Met1 routing:
The bar under the picture is 20 um long. Supply wires on this layer in gray.
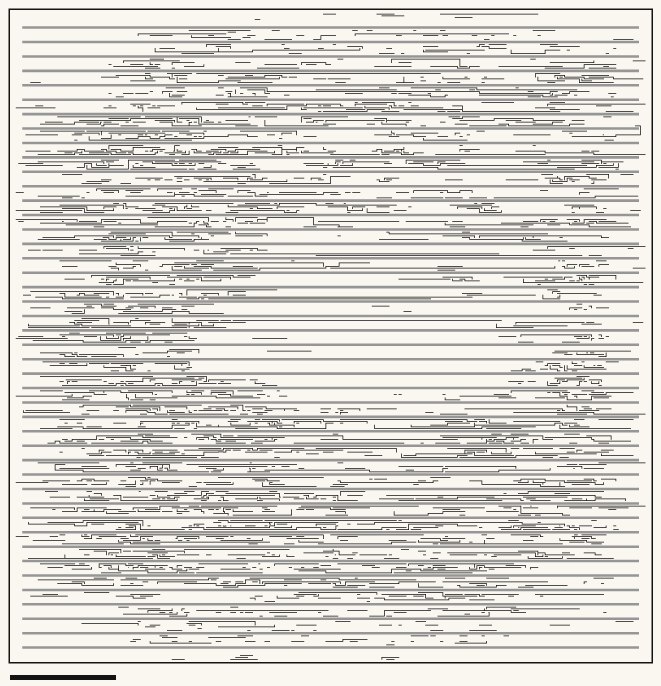
The metal 2 layer:
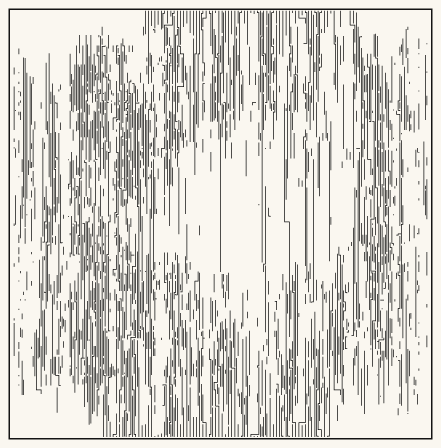
Signal wires on met3:
The bar under the picture is 20 um long.
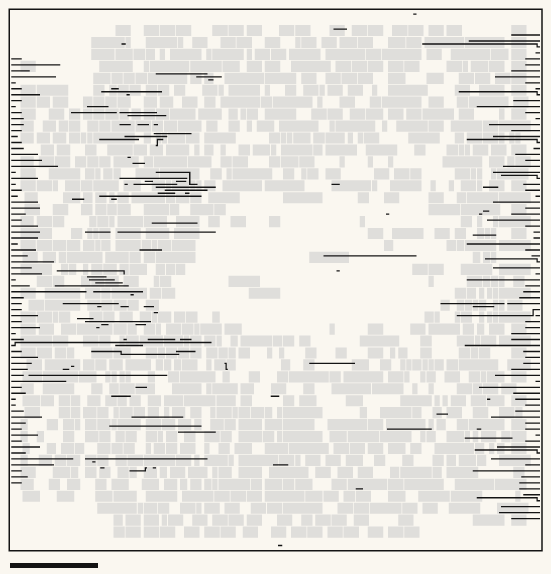
Met4 routing:
Supply wires on this layer in gray.
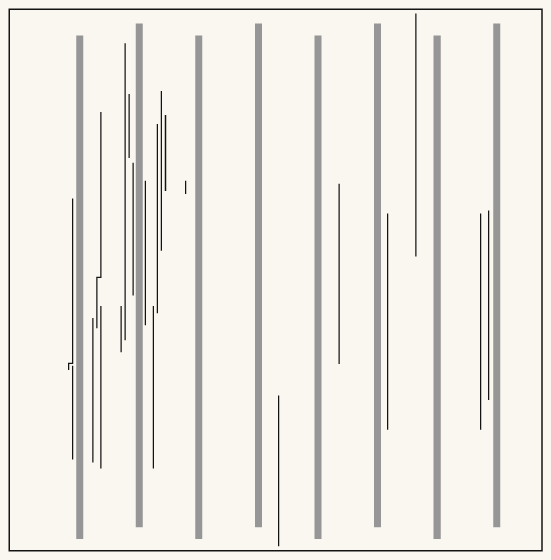
<file path="src/rtl/mem_stage_pkg.sv">
// Shared encodings for the memory stage: funct3 codes, access sizes, writeback
// select values, the bus FSM state type and the debug filler pattern.
package mem_stage_pkg;

    localparam logic [2:0] F3_LB  = 3'b000;
    localparam logic [2:0] F3_LH  = 3'b001;
    localparam logic [2:0] F3_LW  = 3'b010;
    localparam logic [2:0] F3_LBU = 3'b100;
    localparam logic [2:0] F3_LHU = 3'b101;
    localparam logic [2:0] F3_SB  = 3'b000;
    localparam logic [2:0] F3_SH  = 3'b001;
    localparam logic [2:0] F3_SW  = 3'b010;

    // Access size lives in funct3[1:0]; anything that is not byte or half is a word.
    localparam logic [1:0] SIZE_BYTE = 2'b00;
    localparam logic [1:0] SIZE_HALF = 2'b01;

    localparam logic [1:0] WB_SEL_ALU     = 2'b00;
    localparam logic [1:0] WB_SEL_LOAD    = 2'b01;
    localparam logic [1:0] WB_SEL_PC4     = 2'b10;
    localparam logic [1:0] WB_SEL_ALU_ALT = 2'b11;

    typedef enum logic {
        ST_IDLE     = 1'b0,
        ST_WAIT_RSP = 1'b1
    } mem_state_e;

    localparam logic [31:0] DBG_FILL_WDATA = 32'hA1A1_A1A1;

endpackage

</file>
<file path="src/rtl/load_store_aligner.sv">
// Combinational lane steering: byte enables and replicated store data on the way
// out, shifted and sign/zero-extended load data on the way back.
module load_store_aligner
    import mem_stage_pkg::*;
(
    input  logic [2:0]  funct3_i,
    input  logic        is_store_i,
    input  logic [1:0]  addr_lo_i,
    input  logic [31:0] store_data_i,
    input  logic [31:0] rdata_i,
    output logic [1:0]  addr_lo_o,
    output logic [3:0]  be_o,
    output logic [31:0] wdata_o,
    output logic [31:0] load_data_o
);

    logic [1:0]  off;
    logic [31:0] shifted;

    always_comb begin
        // Low address bits below the access size are dropped, so a misaligned
        // half or word silently becomes the aligned one containing it.
        off = addr_lo_i;
        if (funct3_i[1:0] == SIZE_HALF) begin
            off = {addr_lo_i[1], 1'b0};
        end else if (funct3_i[1:0] != SIZE_BYTE) begin
            off = 2'b00;
        end
        addr_lo_o = off;
        shifted   = rdata_i >> {off, 3'b000};

        be_o    = 4'b1111;
        wdata_o = DBG_FILL_WDATA;
        if (is_store_i) begin
            case (funct3_i)
                F3_SB: begin
                    be_o    = 4'b0001 << off;
                    wdata_o = {4{store_data_i[7:0]}};
                end
                F3_SH: begin
                    be_o    = 4'b0011 << off;
                    wdata_o = {2{store_data_i[15:0]}};
                end
                default: begin
                    be_o    = 4'b1111;
                    wdata_o = store_data_i;
                end
            endcase
        end

        case (funct3_i)
            F3_LB:   load_data_o = {{24{shifted[7]}}, shifted[7:0]};
            F3_LH:   load_data_o = {{16{shifted[15]}}, shifted[15:0]};
            F3_LBU:  load_data_o = {24'h0, shifted[7:0]};
            F3_LHU:  load_data_o = {16'h0, shifted[15:0]};
            default: load_data_o = shifted;
        endcase
    end

endmodule

</file>
<file path="src/rtl/memory_access.sv">
// MEM stage: runs one req/gnt then rvalid transaction per load/store, stalls upstream
// while it is outstanding, and holds the MEM/WB register. MEM_MISALIGN_TRAP_EN turns
// misaligned half/word accesses into a misalign pulse instead of silent alignment.
module memory_access
    import mem_stage_pkg::*;
#(
    parameter int ADDR_WIDTH = 32,
    parameter int XLEN       = 32
) (
    input  logic                  clk_i,
    input  logic                  rst_ni,
    input  logic [XLEN-1:0]       alu_result_mem_i,
    input  logic [XLEN-1:0]       latest_rs2_value_mem_i,
    input  logic                  load_store_forward_sel_mem_i,
    input  logic                  reg_write_en_mem_i,
    input  logic                  is_load_instr_mem_i,
    input  logic                  is_store_instr_mem_i,
    input  logic [4:0]            rd_label_mem_i,
    input  logic [1:0]            wb_sel_mem_i,
    input  logic [XLEN-1:0]       pc_mem_i,
    input  logic [2:0]            funct3_mem_i,
    output logic                  dmem_req_o,
    input  logic                  dmem_gnt_i,
    output logic                  dmem_we_o,
    output logic [3:0]            dmem_be_o,
    output logic [ADDR_WIDTH-1:0] dmem_addr_o,
    output logic [XLEN-1:0]       dmem_wdata_o,
    input  logic                  dmem_rvalid_i,
    input  logic [XLEN-1:0]       dmem_rdata_i,
    output logic [XLEN-1:0]       rd_value_mem_o,
    output logic                  mem_stall_o,
    output logic                  misalign_o,
    output logic                  reg_write_en_wb_o,
    output logic [4:0]            rd_label_wb_o,
    output logic [XLEN-1:0]       rd_value_wb_o
);

    mem_state_e      state_q, state_d;
    logic            mem_op, mem_go, misaligned;
    logic [1:0]      addr_lo;
    logic [XLEN-1:0] store_src, load_data;
    logic            reg_write_en_d, reg_write_en_q;
    logic            misalign_d, misalign_q;
    logic [4:0]      rd_label_d, rd_label_q;
    logic [XLEN-1:0] rd_value_d, rd_value_q;

    assign mem_op = is_load_instr_mem_i | is_store_instr_mem_i;

`ifdef MEM_MISALIGN_TRAP_EN
    always_comb begin
        misaligned = 1'b0;
        if (mem_op) begin
            if (funct3_mem_i[1:0] == SIZE_HALF) begin
                misaligned = alu_result_mem_i[0];
            end else if (funct3_mem_i[1:0] != SIZE_BYTE) begin
                misaligned = |alu_result_mem_i[1:0];
            end
        end
    end
`else
    assign misaligned = 1'b0;
`endif

    assign mem_go    = mem_op & ~misaligned;
    assign store_src = load_store_forward_sel_mem_i ? rd_value_q : latest_rs2_value_mem_i;

    load_store_aligner u_aligner (
        .funct3_i     (funct3_mem_i),
        .is_store_i   (is_store_instr_mem_i),
        .addr_lo_i    (alu_result_mem_i[1:0]),
        .store_data_i (store_src),
        .rdata_i      (dmem_rdata_i),
        .addr_lo_o    (addr_lo),
        .be_o         (dmem_be_o),
        .wdata_o      (dmem_wdata_o),
        .load_data_o  (load_data)
    );

    assign dmem_addr_o = {alu_result_mem_i[ADDR_WIDTH-1:2], addr_lo};
    assign dmem_we_o   = is_store_instr_mem_i;
    assign mem_stall_o = mem_go & ~((state_q == ST_WAIT_RSP) & dmem_rvalid_i);

    // Stores wait for rvalid too, so both kinds share one request/response path.
    always_comb begin
        state_d    = state_q;
        dmem_req_o = 1'b0;
        case (state_q)
            ST_IDLE: begin
                dmem_req_o = mem_go;
                if (mem_go && dmem_gnt_i) begin
                    state_d = ST_WAIT_RSP;
                end
            end
            ST_WAIT_RSP: begin
                if (dmem_rvalid_i) begin
                    state_d = ST_IDLE;
                end
            end
            default: state_d = ST_IDLE;
        endcase
    end

    always_comb begin
        case (wb_sel_mem_i)
            WB_SEL_LOAD: rd_value_mem_o = load_data;
            WB_SEL_PC4:  rd_value_mem_o = pc_mem_i + XLEN'(4);
            default:     rd_value_mem_o = alu_result_mem_i;
        endcase
    end

    // MEM/WB holds while stalled so WB forwarding and the repeated write stay valid.
    always_comb begin
        reg_write_en_d = reg_write_en_q;
        rd_label_d     = rd_label_q;
        rd_value_d     = rd_value_q;
        misalign_d     = misalign_q;
        if (!mem_stall_o) begin
            reg_write_en_d = reg_write_en_mem_i & ~misaligned;
            rd_label_d     = rd_label_mem_i;
            rd_value_d     = rd_value_mem_o;
            misalign_d     = misaligned;
        end
    end

    always_ff @(posedge clk_i or negedge rst_ni) begin
        if (!rst_ni) begin
            state_q        <= ST_IDLE;
            reg_write_en_q <= 1'b0;
            rd_label_q     <= '0;
            rd_value_q     <= '0;
            misalign_q     <= 1'b0;
        end else begin
            state_q        <= state_d;
            reg_write_en_q <= reg_write_en_d;
            rd_label_q     <= rd_label_d;
            rd_value_q     <= rd_value_d;
            misalign_q     <= misalign_d;
        end
    end

    assign reg_write_en_wb_o = reg_write_en_q;
    assign rd_label_wb_o     = rd_label_q;
    assign rd_value_wb_o     = rd_value_q;
    assign misalign_o        = misalign_q;

endmodule

</file>
<file path="config.mk">
export PLATFORM = sky130hd
export DESIGN_NAME = memory_access
export DESIGN_NICKNAME = d
export VERILOG_FILES = /design/src/rtl/mem_stage_pkg.sv /design/src/rtl/load_store_aligner.sv /design/src/rtl/memory_access.sv
export SDC_FILE = /design/constraint.sdc
export NUM_CORES = 1
export LEC_CHECK = 0
export CAP_MARGIN = 5
export CORE_AREA = 2 2 119 121
export CTS_CLUSTER_DIAMETER = 200
export CTS_CLUSTER_SIZE = 20
export DETAILED_ROUTE_END_ITERATION = 10
export DIE_AREA = 0 0 121 123
export GPL_ROUTABILITY_DRIVEN = 0
export PLACE_DENSITY = 0.78
export SYNTH_ARGS = -nofsm -noshare
export SYNTH_HDL_FRONTEND = slang
export SYNTH_SLANG_ARGS = --single-unit
</file>
<file path="constraint.sdc">
create_clock -name clk_i -period 4.22 [get_ports clk_i]
set_clock_uncertainty 0.2 [all_clocks]
set_input_delay 1.055 -clock clk_i [delete_from_list [all_inputs] [get_ports clk_i]]
set_output_delay 1.055 -clock clk_i [all_outputs]
set_load 0.05 [all_outputs]
</file>
==> results.sh <==
# yosys + openroad results
export IMPL_outcome="complete, but fails checks"
export IMPL_violations="negative setup slack"
export IMPL_die_x_um=121
export IMPL_synth_most_common_cell="nand2_1"
export IMPL_p_clk_share_pct=13.2
export IMPL_synth_xor_area_share_pct=5.40
export IMPL_overflow=0
export IMPL_yosys_cells=553
export IMPL_yosysTopAreaCell="dfrtp_1"
export IMPL_lay_top_cells="177 x clkdlybuf4s50_1, 122 x buf_4, 82 x nand2_1, 63 x buf_12, 39 x dfrtp_1"
export IMPL_seq_power_mw=0.532
export IMPL_edf_count=0
export IMPL_dr_pass1_iters=5
export IMPL_clk_latency_ns=0.28
export IMPL_synth_area_um2=4380
export IMPL_antenna_found_initial=1
export IMPL_synthTopCellsByCount="85 x nand2_1, 49 x nor2_1, 39 x dfrtp_1"
export IMPL_fa_ha_area_share_pct=0.856
export IMPL_mostFrequentLayoutCell="clkdlybuf4s50_1"
export IMPL_top_power_group="combinational logic"
export IMPL_fp_util_pct=32.2
export IMPL_cts_hold_buf=0
export IMPL_area_leaders="dfrtp_1 22%, mux2i_1 7.5%, nand2_1 7.3%, buf_4 5.5%, mux2_2 5.4%"
export IMPL_internal_power_mw=1.49
export IMPL_p_sw_share_pct=47.7
export IMPL_worst_ep_required_time_ns=2.96
export IMPL_finalNonFillerCells=1075
export IMPL_p_seq_share_pct=18.6
export IMPL_core_area_um2=13600
export IMPL_numSynthFlops=39
export IMPL_setup_ws_ns=-0.0281
export IMPL_grt_pass1_vias=5612
export IMPL_root_buffer="clkbuf_16"
export IMPL_synth_distinct_cells=56
export IMPL_place_area_um2=8470
export IMPL_yosysSeqAreaShare_pct=22.3
export IMPL_crit_slowest_cell="or3_4"
export IMPL_post_drt_via_cell_ratio=5.26
export IMPL_syn_nets=702
export IMPL_fp_dieH_um=123
export IMPL_cp_end_kind="output port"
export IMPL_logic_family="simple AND/OR/NAND/NOR gates"
export IMPL_vdd_drop_max_mv=0.168
export IMPL_mux_share_pct=17.8
export IMPL_hold_violations=0
export IMPL_cpPeakStageDelay_ns=0.48
export IMPL_finalSetupViolCount=4
export IMPL_wl_met1_um=8540
export IMPL_tns_ns=-0.0877
export IMPL_power_density_nw_per_um2=311
export IMPL_ctsResizeCount=115
export IMPL_warnings=30
export IMPL_placementRows=43
export IMPL_grt_usage_pct=27.2
export IMPL_rrSetupSlack_ns=2.25
export IMPL_hold_end="reg_write_en_wb_o"
export IMPL_cts_sinks=39
export IMPL_async_reset_ff_share_pct=100
## Picture notes: 'met1 routing'
share of all routed wire	40%
longest straight run	51.5 um
main direction	horizontal
nets with wire on the layer	869
total number of vias: 5653
met1 Resource Use GR: 34.3%
final WL: 21500 um

## Picture notes: 'the metal 2 layer'
share of all routed wire	50%
wire length on this layer	10700 um
met2 GRT Util: 47.5%

## Picture notes: 'signal wires on met3'
share of all routed wire	7.0%
main direction	horizontal
wire length on this layer	1500 um
M3 GR Usage: 3.41%

## Picture notes: 'met4 routing'
main direction	vertical
share of all routed wire	3.5%
nets with wire on the layer	21

==> worst max-delay path by stage <==
stage	startpoint	end	cells after the start
3_3_place_gp	pc_mem_i[2]	rd_value_mem_o[13]	10
4_1_cts	pc_mem_i[3]	rd_value_mem_o[13]	10
6_report	pc_mem_i[7]	rd_value_mem_o[18]	11
5_1_grt	funct3_mem_i[1]	rd_value_mem_o[13]	9
2_1_floorplan	load_store_forward_sel_mem_i	dmem_wdata_o[15]	6
3_5_place_dp	pc_mem_i[2]	rd_value_mem_o[13]	10
==> cell type report <==
class	count	area [um^2]
Antenna cell	1	2.50
Multi-Input combinational cell	423	3410
Inverter	19	73.8
Clock inverter	2	12.5
Timing Repair Buffer	404	4340
Fill cell	1055	4440
Clock buffer	6	129
Timing Repair inverter	1	7.51
Tap cell	180	225
Sequential cell	39	976
